**src/rtl/ps2_host_tx_pkg.sv**
```systemverilog
// Shared PS/2 host definitions: FSM states, frame size and common keyboard commands.
package ps2_pkg;

  typedef enum logic [2:0] {
    IDLE,
    INHIBIT,
    SEND,
    ACK,
    WAIT_IDLE
  } ps2_state_e;

  localparam int PS2_FRAME_BITS = 11;

  localparam logic [7:0] PS2_CMD_RESET  = 8'hFF;
  localparam logic [7:0] PS2_CMD_LEDS   = 8'hED;
  localparam logic [7:0] PS2_CMD_ENABLE = 8'hF4;

  // Odd parity: the parity bit makes the total count of ones in data+parity odd.
  function automatic logic odd_parity(input logic [7:0] data);
    return ~^data;
  endfunction

endpackage

```
**src/rtl/ps2_host_tx_if.sv**
```systemverilog
// Request/status bundle between control logic (master) and the PS/2 transmitter (slave).
interface ps2_host_tx_if;
  logic       tx_valid;
  logic [7:0] tx_data;
  logic       tx_ready;
  logic       busy;
  logic       done;
  logic       err;

  modport master (output tx_valid, tx_data, input  tx_ready, busy, done, err);
  modport slave  (input  tx_valid, tx_data, output tx_ready, busy, done, err);
endinterface

```
**src/rtl/ps2_host_tx_line_sync.sv**
```systemverilog
// 2-FF synchronizer for one PS/2 line with a falling-edge strobe on the synced level.
module ps2_line_sync (
  input  logic clk,
  input  logic rst,
  input  logic line_i,
  output logic sync_o,
  output logic fall_o
);

  // Idle bus is pulled high, so reset to 1 to avoid a false edge after reset.
  logic [2:0] sh_q;

  always_ff @(posedge clk) begin
    if (rst) sh_q <= 3'b111;
    else     sh_q <= {sh_q[1:0], line_i};
  end

  assign sync_o = sh_q[1];
  assign fall_o = sh_q[2] & ~sh_q[1];

endmodule

```
**src/rtl/ps2_host_tx.sv**
```systemverilog
// Host-to-device PS/2 transmitter: inhibits the bus, sends one byte on device clocks, checks the ack.
module ps2_host_tx
  import ps2_pkg::*;
#(
  parameter int INHIBIT_CYCLES = 10_000,
  parameter int START_SETUP    = 200,
  parameter int TIMEOUT_CYCLES = 1_500_000
) (
  input  logic           clk,
  input  logic           rst,
  ps2_host_tx_if.slave   req,
  input  logic           ps2_c_in,
  input  logic           ps2_d_in,
  output logic           ps2_c_oe,
  output logic           ps2_d_oe
);

  localparam int CW = $clog2(TIMEOUT_CYCLES + 1);

  ps2_state_e    state_q, state_d;
  logic [CW-1:0] cnt_q, cnt_d;
  logic [3:0]    bitcnt_q, bitcnt_d;
  logic [9:0]    shreg_q, shreg_d;
  logic          c_oe_q, c_oe_d;
  logic          d_oe_q, d_oe_d;
  logic          done_q, done_d;
  logic          err_q, err_d;

  logic c_sync, c_fall, d_sync, d_fall;

  ps2_line_sync u_sync_c (.clk(clk), .rst(rst), .line_i(ps2_c_in), .sync_o(c_sync), .fall_o(c_fall));
  ps2_line_sync u_sync_d (.clk(clk), .rst(rst), .line_i(ps2_d_in), .sync_o(d_sync), .fall_o(d_fall));

  logic tmo;
  assign tmo = (cnt_q == CW'(TIMEOUT_CYCLES - 1));

  always_ff @(posedge clk) begin
    if (rst) begin
      state_q  <= IDLE;
      cnt_q    <= '0;
      bitcnt_q <= '0;
      shreg_q  <= '0;
      c_oe_q   <= 1'b0;
      d_oe_q   <= 1'b0;
      done_q   <= 1'b0;
      err_q    <= 1'b0;
    end else begin
      state_q  <= state_d;
      cnt_q    <= cnt_d;
      bitcnt_q <= bitcnt_d;
      shreg_q  <= shreg_d;
      c_oe_q   <= c_oe_d;
      d_oe_q   <= d_oe_d;
      done_q   <= done_d;
      err_q    <= err_d;
    end
  end

  always_comb begin
    state_d  = state_q;
    cnt_d    = cnt_q;
    bitcnt_d = bitcnt_q;
    shreg_d  = shreg_q;
    c_oe_d   = c_oe_q;
    d_oe_d   = d_oe_q;
    done_d   = 1'b0;
    err_d    = 1'b0;

    unique case (state_q)
      IDLE: begin
        c_oe_d = 1'b0;
        d_oe_d = 1'b0;
        if (req.tx_valid) begin
          shreg_d  = {1'b1, odd_parity(req.tx_data), req.tx_data};
          cnt_d    = '0;
          bitcnt_d = '0;
          c_oe_d   = 1'b1;
          state_d  = INHIBIT;
        end
      end

      INHIBIT: begin
        cnt_d = cnt_q + 1'b1;
        // Set one cycle early so the registered data pull is visible at count I-S.
        if (cnt_q == CW'(INHIBIT_CYCLES - START_SETUP - 1)) d_oe_d = 1'b1;
        if (cnt_q == CW'(INHIBIT_CYCLES - 1)) begin
          c_oe_d  = 1'b0;
          d_oe_d  = 1'b1;
          cnt_d   = '0;
          state_d = SEND;
        end
      end

      SEND: begin
        if (c_fall) begin
          d_oe_d   = ~shreg_q[0];
          shreg_d  = {1'b0, shreg_q[9:1]};
          bitcnt_d = bitcnt_q + 4'd1;
          cnt_d    = '0;
          if (bitcnt_q == 4'(PS2_FRAME_BITS - 2)) state_d = ACK;
        end else if (tmo) begin
          c_oe_d  = 1'b0;
          d_oe_d  = 1'b0;
          err_d   = 1'b1;
          state_d = IDLE;
        end else begin
          cnt_d = cnt_q + 1'b1;
        end
      end

      ACK: begin
        d_oe_d = 1'b0;
        if (c_fall) begin
          bitcnt_d = bitcnt_q + 4'd1;
          cnt_d    = '0;
          if (d_sync) begin
            err_d   = 1'b1;
            state_d = IDLE;
          end else begin
            state_d = WAIT_IDLE;
          end
        end else if (tmo) begin
          err_d   = 1'b1;
          state_d = IDLE;
        end else begin
          cnt_d = cnt_q + 1'b1;
        end
      end

      WAIT_IDLE: begin
        if (c_sync && d_sync) begin
          done_d  = 1'b1;
          state_d = IDLE;
        end else if (tmo) begin
          err_d   = 1'b1;
          state_d = IDLE;
        end else begin
          cnt_d = cnt_q + 1'b1;
        end
      end

      default: begin
        c_oe_d  = 1'b0;
        d_oe_d  = 1'b0;
        state_d = IDLE;
      end
    endcase
  end

  // Data-line edges carry no meaning for the host side; only the level is used.
  logic unused_d_fall;
  assign unused_d_fall = d_fall;

  assign req.tx_ready = (state_q == IDLE);
  assign req.busy     = (state_q != IDLE);
  assign req.done     = done_q;
  assign req.err      = err_q;
  assign ps2_c_oe     = c_oe_q;
  assign ps2_d_oe     = d_oe_q;

endmodule
```
**src/flat_wrapper.sv**
```systemverilog
// flat-port wrapper written by rule: the top's interface ports become plain ports
module ps2_host_tx_flat import ps2_pkg::*;
#(
  parameter int INHIBIT_CYCLES = 10_000,
  parameter int START_SETUP    = 200,
  parameter int TIMEOUT_CYCLES = 1_500_000
)
  (clk, rst, ps2_c_in, ps2_d_in, ps2_c_oe, ps2_d_oe, req_tx_valid, req_tx_data, req_tx_ready, req_busy, req_done, req_err);
  ps2_host_tx_if req_i ();
  input  logic clk;
  input  logic rst;
  input  logic ps2_c_in;
  input  logic ps2_d_in;
  output logic ps2_c_oe;
  output logic ps2_d_oe;
  input wire logic [$bits(req_i.tx_valid)-1:0] req_tx_valid;
  input wire logic [$bits(req_i.tx_data)-1:0] req_tx_data;
  output wire logic [$bits(req_i.tx_ready)-1:0] req_tx_ready;
  output wire logic [$bits(req_i.busy)-1:0] req_busy;
  output wire logic [$bits(req_i.done)-1:0] req_done;
  output wire logic [$bits(req_i.err)-1:0] req_err;
  assign req_i.tx_valid = req_tx_valid;
  assign req_i.tx_data = req_tx_data;
  assign req_tx_ready = req_i.tx_ready;
  assign req_busy = req_i.busy;
  assign req_done = req_i.done;
  assign req_err = req_i.err;
  ps2_host_tx #(.INHIBIT_CYCLES(INHIBIT_CYCLES), .START_SETUP(START_SETUP), .TIMEOUT_CYCLES(TIMEOUT_CYCLES)) u_core (.clk(clk), .rst(rst), .req(req_i), .ps2_c_in(ps2_c_in), .ps2_d_in(ps2_d_in), .ps2_c_oe(ps2_c_oe), .ps2_d_oe(ps2_d_oe));
endmodule
```
**config.mk**
```make
export PLATFORM = sky130hd
export DESIGN_NAME = ps2_host_tx_flat
export DESIGN_NICKNAME = d
export VERILOG_FILES = /design/src/rtl/ps2_host_tx_pkg.sv /design/src/rtl/ps2_host_tx_if.sv /design/src/rtl/ps2_host_tx_line_sync.sv /design/src/rtl/ps2_host_tx.sv /design/src/flat_wrapper.sv
export SDC_FILE = /design/constraint.sdc
export NUM_CORES = 1
export LEC_CHECK = 0
export CORE_ASPECT_RATIO = 1.1
export CORE_MARGIN = 1.5
export CORE_UTILIZATION = 35
export DETAILED_ROUTE_END_ITERATION = 8
export PLACE_DENSITY_LB_ADDON = 0.2
export SLEW_MARGIN = 20
export SYNTH_ARGS = -nofsm -noshare
export SYNTH_HDL_FRONTEND = slang
export SYNTH_HIERARCHICAL = 1
export SYNTH_SLANG_ARGS = --single-unit
export TNS_END_PERCENT = 10
```
**constraint.sdc**
```tcl
create_clock -name clk -period 2.8 [get_ports clk]
set_clock_uncertainty 0.15 [all_clocks]
set_input_delay 0.56 -clock clk [delete_from_list [all_inputs] [get_ports clk]]
set_output_delay 0.56 -clock clk [all_outputs]
set_load 0.02 [all_outputs]
```
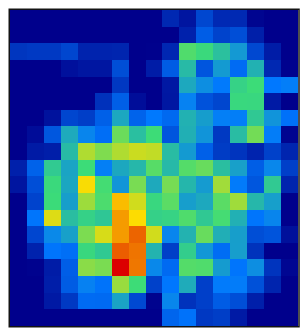
**Above:** run 1 (signal metal coverage by tile).
The die is cut into 17 by 19 equal tiles; dark blue is low, red is high, scaled to the fullest tile. Values are wire area over tile area, all layers added.
tiles over half the peak = 14%
emptiest ninth of the die = north-west
densest ninth of the die = centre
nearly empty tiles = 26%
Total GRT Usage: 16.03%
wire per inst: 15.02 um
routed wire length: 6.355 mm
DR vias: 2342

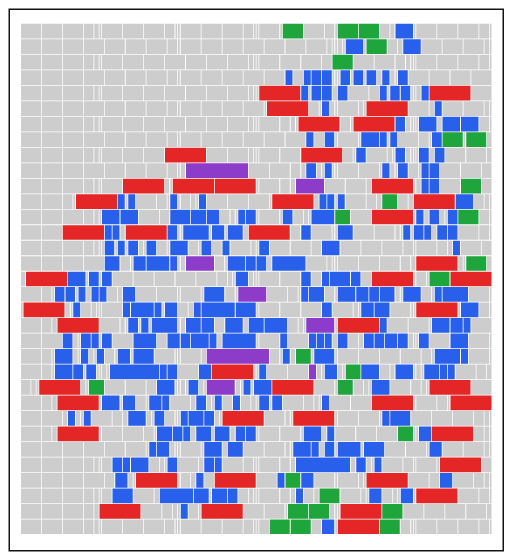
**Above:** run 1 (placement by cell class).
Fill, decap, tap and diode cells in grey.
green -> other buffers and delay cells  # cells 26, share of their area 8.3%
blue -> combinational and other logic  # cells 255, share of their area 55%
red -> flops  # cells 47, share of their area 33%
purple -> clock drivers and dummy loads  # cells 8, share of their area 4.6%
number of placement rows: 33
Design Area, Final: 3000 sq um

==> flow_metrics.py, run 1 <==
# Generated from Yosys and OpenROAD reports
metrics = {
    "die": {
        "die_w_um": 86.49,
        "fp-utilization_pct": 36.11,
        "core_area_sq_um": 7432,
        "die_area_sq_um": 8203,
        "io_pins": 19,
        "die_y_um": 94.84,
    },
    "final_timing": {
        "fmax_ghz": 0.3819,
        "setup_slack_ps": 181.3,
        "fin_tns_setup_ps": 0,
        "hold_viol_final": 0,
        "setup_viol": 0,
        "rsz0062_at_grt": "false",
        "worstMarginPinSlew_ps": 622.7,
        "fin_crit_ps": 2619,
        "timing.hold.ws_ps": 262.4,
        "finalMaxSlewViolations": 0,
    },
    "layout": {
        "largest_reg_flops": 21,
        "layout.nonclk_buf_share_pct": 8.007,
        "diodes": 0,
        "fin_util_pct": 40.37,
        "sh_comb_area_pct": 51.46,
        "largest_cell_class": "multi-input combinational cells",
        "final-clk-cell-share_pct": 4.420,
        "clock_buffers": 6,
        "drive_above_1_share_pct": 10.42,
        "buffers": 26,
        "lay_top_cells": "dfxtp_1 (47), nor2_1 (42), a21oi_1 (35)",
        "area_growth_pct": 11.79,
        "reg.largest.list": "u_core/cnt_q (21), u_core/shreg_q (10), u_core/bitcnt_q (4)",
        "comb_area_sq_um": 1544,
        "nets": 351,
        "seq_area_sq_um": 940.9,
        "largest-register": "u_core/cnt_q",
        "sh_seq_area_pct": 31.36,
        "nMultiInputCombCells": 246,
        "final_common_cell": "dfxtp_1",
    },
    "global_routing": {
        "grtUsageMet2_pct": 26.56,
        "met1_usage_pct": 21.39,
        "use_met3_pct": 2.797,
        "grt_overflow": 0,
        "grt_pass1_vias": 2125,
        "grt_pass1_wl_mm": 10.47,
        "grt_antenna_before_repair": 0,
        "busiest_layer": "met2",
        "grt_max_degree": 30,
    },
    "power": {
        "internal-power_mw": 1.243,
        "p_sw_share_pct": 29.81,
        "p_leak_nw": 0.9905,
        "powerComb_uw": 454,
        "clockPowerShare_pct": 32.9,
        "pwr-share-seq_pct": 41.5,
        "power_top_consumer": "registers",
        "comb_power_share_pct": 25.6,
        "power_density_nw_per_um2": 590.2,
        "finalPower_mw": 1.771,
        "peakVddDrop_v": 0.0002441,
        "power.switching_uw": 527.9,
        "pg_seq_uw": 735,
    },
    "place": {
        "hpwl_mm": 4.509,
        "gp_congestion": 0.8183,
        "dpl_cell_area_sq_um": 2868,
        "dp.cells": 415,
    },
    "setup_path": {
        "crit_type": "flop to primary output",
        "critPathMaxFanout": 7,
        "timing.rr.end": "u_core/cnt_q[16]",
        "r2r_slack_ps": 440,
        "crit_chain": "buf_4, or3_4, inv_2, clkdlybuf4s50_1",
        "cp-startpoint": "u_core/state_q[2]",
        "r2r_start": "u_core/cnt_q[0]",
        "critPathArrivalTime_ps": 1910,
        "cp.required_ps": 2090,
        "slowest_delay_ps": 590,
        "crit_path_end_kind": "primary output",
        "cp-start-kind": "flop",
        "path_depth": 4,
        "crit_path_end": "req_tx_ready",
        "path_buffers": 3,
        "cp_slowest_cell": "clkdlybuf4s50_1",
    },
    "logic_synthesis": {
        "syn_area_sq_um": 2684,
        "yosysWarnings": 6,
    },
    "detailed_routing": {
        "dr.pass1.iters": 4,
        "wl_met1_mm": 3.125,
        "highest_layer": "met4",
        "dr.first_iter.drc_count": 80,
        "met2_length_mm": 2.982,
        "drc_errors": 0,
        "ant_nets": 0,
        "viasPerCell": 5.537,
        "route.met3.wl_um": 189,
    },
    "worst_hold_path": {
        "worstHoldEndpoint": "u_core/u_sync_c/sh_q[1]",
        "hold_start": "u_core/u_sync_c/sh_q[0]",
        "holdPathStages": 1,
        "worstHoldPathType": "flop to flop",
    },
    "clock_network": {
        "hold_buffers": 0,
        "htreeDepth": 2,
        "clkLatencyLatePin_ps": 300,
        "cts.path.max_buffers": 2,
        "cts-buffers-inserted": 5,
        "postCtsResizedCells": 0,
        "clock_sinks": 47,
        "post_cts_buffers": 0,
        "path_clk_slew_ps": 90,
    },
    "job": {
        "warnings": 27,
    },
    "outcome": {
        "status": "complete, no violations",
    },
}
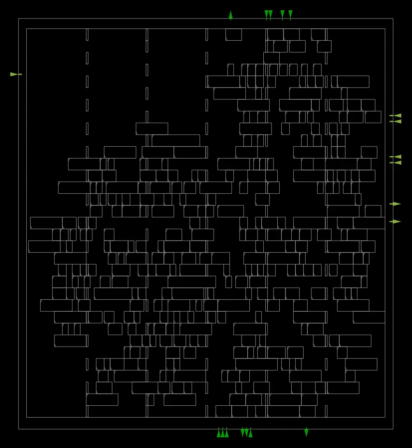
**Above:** run 1 (placed standard cells).
Well Taps: 87
Finished Layout Cells: 423
num sequential: 47
fillers: 766

## Run 2: what changed since run 1
--- a/config.mk
+++ b/config.mk
@@ -8,6 +8,7 @@
 export CORE_ASPECT_RATIO = 1.1
 export CORE_MARGIN = 1.5
 export CORE_UTILIZATION = 35
+export CTS_CLUSTER_DIAMETER = 100
 export DETAILED_ROUTE_END_ITERATION = 8
 export PLACE_DENSITY_LB_ADDON = 0.2
 export SLEW_MARGIN = 20
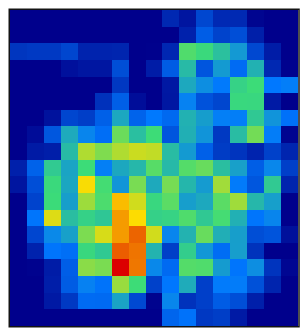
**Above:** run 2 (signal metal coverage by tile).
The die is cut into 17 by 19 equal tiles; dark blue is low, red is high, scaled to the fullest tile. Values are wire area over tile area, all layers added.
mean over tiles = 0.12
nearly empty tiles = 26%
densest ninth of the die = centre
emptiest ninth of the die = north-west

==> flow_metrics.py, run 2 <==
# Generated from Yosys and OpenROAD reports
metrics = {
    "clock_network": {
        "hold_buffers": 0,
        "htreeDepth": 2,
        "cts.path.max_buffers": 2,
        "path_clk_slew_ps": 90,
        "cts-buffers-inserted": 5,
        "clock_sinks": 47,
        "post_cts_buffers": 0,
    },
    "outcome": {
        "status": "complete, no violations",
    },
    "detailed_routing": {
        "dr.pass1.iters": 4,
        "dr.first_iter.drc_count": 80,
        "vias": 2342,
        "wl_per_cell_um": 15.02,
        "drc_errors": 0,
        "viasPerCell": 5.537,
        "wl_met1_mm": 3.125,
        "met2_length_mm": 2.982,
    },
    "global_routing": {
        "grt_use_total_pct": 16.03,
        "use_met3_pct": 2.797,
        "busiest_layer": "met2",
        "grt_pass1_wl_mm": 10.47,
        "met1_usage_pct": 21.39,
        "grt_overflow": 0,
        "grtUsageMet2_pct": 26.56,
        "grt_antenna_before_repair": 0,
        "grt_max_degree": 30,
    },
    "power": {
        "powerComb_uw": 454,
        "power_top_consumer": "registers",
        "internal-power_mw": 1.243,
        "p_sw_share_pct": 29.81,
        "peakVddDrop_v": 0.0002441,
        "power.switching_uw": 527.9,
        "pwr-share-seq_pct": 41.5,
        "finalPower_mw": 1.771,
        "p_leak_nw": 0.9905,
        "comb_power_share_pct": 25.6,
        "pg_seq_uw": 735,
    },
    "setup_path": {
        "slowest_delay_ps": 590,
        "cp.required_ps": 2090,
        "cp-start-kind": "flop",
        "r2r_slack_ps": 440,
        "r2r_start": "u_core/cnt_q[0]",
        "timing.rr.end": "u_core/cnt_q[16]",
        "cp-startpoint": "u_core/state_q[2]",
        "path_depth": 4,
        "crit_path_end_kind": "primary output",
        "crit_type": "flop to primary output",
        "critPathMaxFanout": 7,
        "cp_slowest_cell": "clkdlybuf4s50_1",
        "critPathArrivalTime_ps": 1910,
    },
    "worst_hold_path": {
        "holdPathStages": 1,
    },
    "die": {
        "die_y_um": 94.84,
        "die_w_um": 86.49,
        "rows": 33,
        "n_tap_cell": 87,
        "core_area_sq_um": 7432,
        "fp-utilization_pct": 36.11,
    },
    "layout": {
        "layout.nonclk_buf_share_pct": 8.007,
        "nets": 351,
        "layoutNonFillerInstCount": 423,
        "ff_count": 47,
        "n_fill_cell": 766,
        "diodes": 0,
        "fin_util_pct": 40.37,
        "largest_reg_flops": 21,
        "comb_area_sq_um": 1544,
        "fin_area_sq_um": 3000,
        "area_growth_pct": 11.79,
        "final-clk-cell-share_pct": 4.420,
        "sh_comb_area_pct": 51.46,
        "final_common_cell": "dfxtp_1",
        "clock_buffers": 6,
        "sh_seq_area_pct": 31.36,
        "lay_top_cells": "dfxtp_1 (47), nor2_1 (42), a21oi_1 (35)",
        "buffers": 26,
    },
    "place": {
        "dp.cells": 415,
        "hpwl_mm": 4.509,
        "dpl_cell_area_sq_um": 2868,
    },
    "final_timing": {
        "worstMarginPinSlew_ps": 622.7,
        "fmax_ghz": 0.3819,
        "setup_viol": 0,
        "finalMaxSlewViolations": 0,
        "hold_viol_final": 0,
        "setup_slack_ps": 181.3,
        "rsz0062_at_grt": "false",
        "timing.hold.ws_ps": 262.4,
        "fin_tns_setup_ps": 0,
    },
    "job": {
        "warnings": 27,
    },
    "logic_synthesis": {
        "syn_area_sq_um": 2684,
    },
}
## Run 3: what changed since run 2
--- a/config.mk
+++ b/config.mk
@@ -6,10 +6,11 @@
 export NUM_CORES = 1
 export LEC_CHECK = 0
 export CORE_ASPECT_RATIO = 1.1
-export CORE_MARGIN = 1.5
+export CORE_MARGIN = 3
 export CORE_UTILIZATION = 35
 export CTS_CLUSTER_DIAMETER = 100
 export DETAILED_ROUTE_END_ITERATION = 8
+export GPL_ROUTABILITY_DRIVEN = 0
 export PLACE_DENSITY_LB_ADDON = 0.2
 export SLEW_MARGIN = 20
 export SYNTH_ARGS = -nofsm -noshare
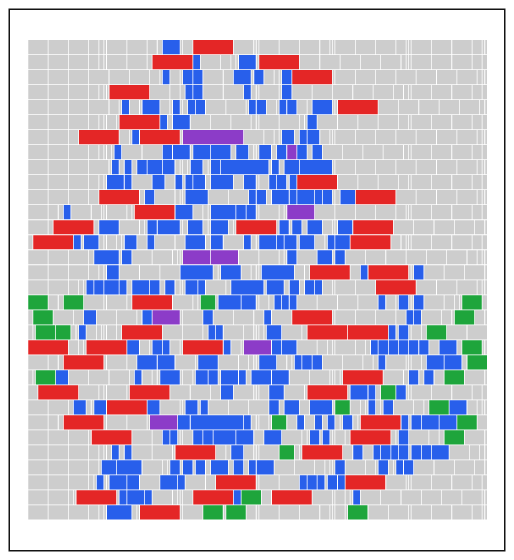
**Above:** run 3 (placement by cell class).
Fill, decap, tap and diode cells in grey.
purple -> clock drivers and dummy loads  # cells 8, share of their area 4.1%
blue -> combinational and other logic  # cells 255, share of their area 55%
green -> other buffers and delay cells  # cells 24, share of their area 7.9%
red -> flops  # cells 47, share of their area 33%

==> flow_metrics.py, run 3 <==
# Generated from Yosys and OpenROAD reports
metrics = {
    "final_timing": {
        "hold_viol_final": 0,
        "timing.hold.ws_ps": 259.8,
        "fin_tns_setup_ps": 0,
        "setup_viol": 0,
        "worstMarginPinSlew_ps": 659.6,
        "rsz0062_at_grt": "false",
        "finalMaxSlewViolations": 0,
        "fin_crit_sh_pct": 93.11,
        "maxSlewHeadroom_pct": 56.02,
        "fmax_ghz": 0.3836,
        "fin_crit_ps": 2607,
        "setup_slack_ps": 193.0,
    },
    "setup_path": {
        "path_buffers": 2,
        "path_depth": 3,
        "cp-start-kind": "flop",
        "r2r_slack_ps": 410,
        "crit_chain": "or3_4, inv_2, clkdlybuf4s50_1",
        "crit_path_end": "req_tx_ready",
        "cp_slowest_cell": "clkdlybuf4s50_1",
        "critPathArrivalTime_ps": 1900,
        "r2r_start": "u_core/state_q[2]",
        "timing.rr.end": "u_core/cnt_q[19]",
        "cp-startpoint": "u_core/state_q[0]",
        "crit_type": "flop to primary output",
        "cp.required_ps": 2090,
        "cp_top_family": "buffers and inverters",
        "slowest_delay_ps": 600,
        "reg2regPathDepth": 6,
        "critPathMaxFanout": 13,
        "crit_path_end_kind": "primary output",
    },
    "layout": {
        "layoutNonFillerInstCount": 436,
        "inv_count": 9,
        "lay_top_cells": "dfxtp_1 (47), nor2_1 (42), a21oi_1 (35)",
        "area_growth_pct": 11.38,
        "fin_area_sq_um": 2989,
        "final_common_cell": "dfxtp_1",
        "n_fill_cell": 722,
        "buffers": 24,
        "fin_util_pct": 41.25,
        "comb_area_sq_um": 1544,
        "largest_cell_class": "multi-input combinational cells",
        "largest-register": "u_core/cnt_q",
        "nets": 349,
        "layout.nonclk_buf_share_pct": 7.535,
        "ff_count": 47,
        "sh_comb_area_pct": 51.65,
        "largest_reg_flops": 21,
        "final-clk-cell-share_pct": 3.935,
        "seq_area_sq_um": 940.9,
        "clock_buffers": 6,
        "drive_above_1_share_pct": 10.18,
        "nMultiInputCombCells": 246,
        "sh_seq_area_pct": 31.48,
        "diodes": 0,
        "reg.largest.list": "u_core/cnt_q (21), u_core/shreg_q (10), u_core/bitcnt_q (4)",
    },
    "detailed_routing": {
        "drc_errors": 0,
        "ant_nets": 0,
        "wl_per_cell_um": 14.19,
        "route.met3.wl_um": 291,
        "dr.pass1.iters": 4,
        "dr.first_iter.drc_count": 203,
        "met2_length_mm": 2.748,
        "vias": 2325,
        "viasPerCell": 5.333,
        "highest_layer": "met4",
        "wl_met1_mm": 3.053,
        "routed_wl_mm": 6.189,
    },
    "global_routing": {
        "busiest_layer": "met2",
        "use_met3_pct": 3.122,
        "grt_pass1_wl_mm": 10.58,
        "grt_overflow": 0,
        "grt_use_total_pct": 14.89,
        "grt_max_degree": 30,
        "grt_pass1_vias": 2163,
        "met1_usage_pct": 21.32,
        "grtUsageMet2_pct": 22.12,
        "grt_antenna_before_repair": 0,
    },
    "clock_network": {
        "clkLatencyLatePin_ps": 290,
        "clock_sinks": 47,
        "post_cts_buffers": 0,
        "postCtsResizedCells": 0,
        "cts_tree": "built",
        "cts.path.max_buffers": 2,
        "htreeDepth": 2,
        "root_buffer": "clkbuf_8",
        "path_clk_slew_ps": 90,
        "hold_buffers": 0,
        "cts-buffers-inserted": 5,
    },
    "power": {
        "power_density_nw_per_um2": 568.0,
        "finalPower_mw": 1.698,
        "clockPowerShare_pct": 30.4,
        "power.switching_uw": 528.6,
        "comb_power_share_pct": 25.9,
        "pwr-share-seq_pct": 43.7,
        "peakVddDrop_v": 0.0002230,
        "power_clock_uw": 517,
        "p_sw_share_pct": 31.13,
        "powerComb_uw": 439,
        "internal-power_mw": 1.169,
        "power_top_consumer": "registers",
        "p_leak_nw": 0.9758,
        "pg_seq_uw": 742,
    },
    "place": {
        "place_ws_ps": 370.6,
        "io_buffers": 18,
        "hpwl_mm": 4.486,
        "dp.cells": 428,
        "dpl_cell_area_sq_um": 2872,
    },
    "logic_synthesis": {
        "yosysWarnings": 6,
        "syn_area_per_cell_sq_um": 8.387,
        "syn_nets": 336,
        "syn-instance-count": 320,
        "syn_area_sq_um": 2684,
    },
    "die": {
        "fp-utilization_pct": 37.03,
        "core_area_sq_um": 7247,
        "io_pins": 19,
        "n_tap_cell": 102,
        "die_y_um": 97.84,
        "die_area_sq_um": 8756,
        "rows": 32,
        "die_w_um": 89.49,
    },
    "outcome": {
        "status": "complete, no violations",
    },
    "worst_hold_path": {
        "worstHoldEndpoint": "u_core/u_sync_d/sh_q[1]",
        "holdPathStages": 1,
        "worstHoldPathType": "flop to flop",
        "hold_start": "u_core/u_sync_d/sh_q[0]",
    },
    "job": {
        "cap_violations": 0,
        "warnings": 27,
    },
}
Power is estimated from default activity; no workload was simulated.
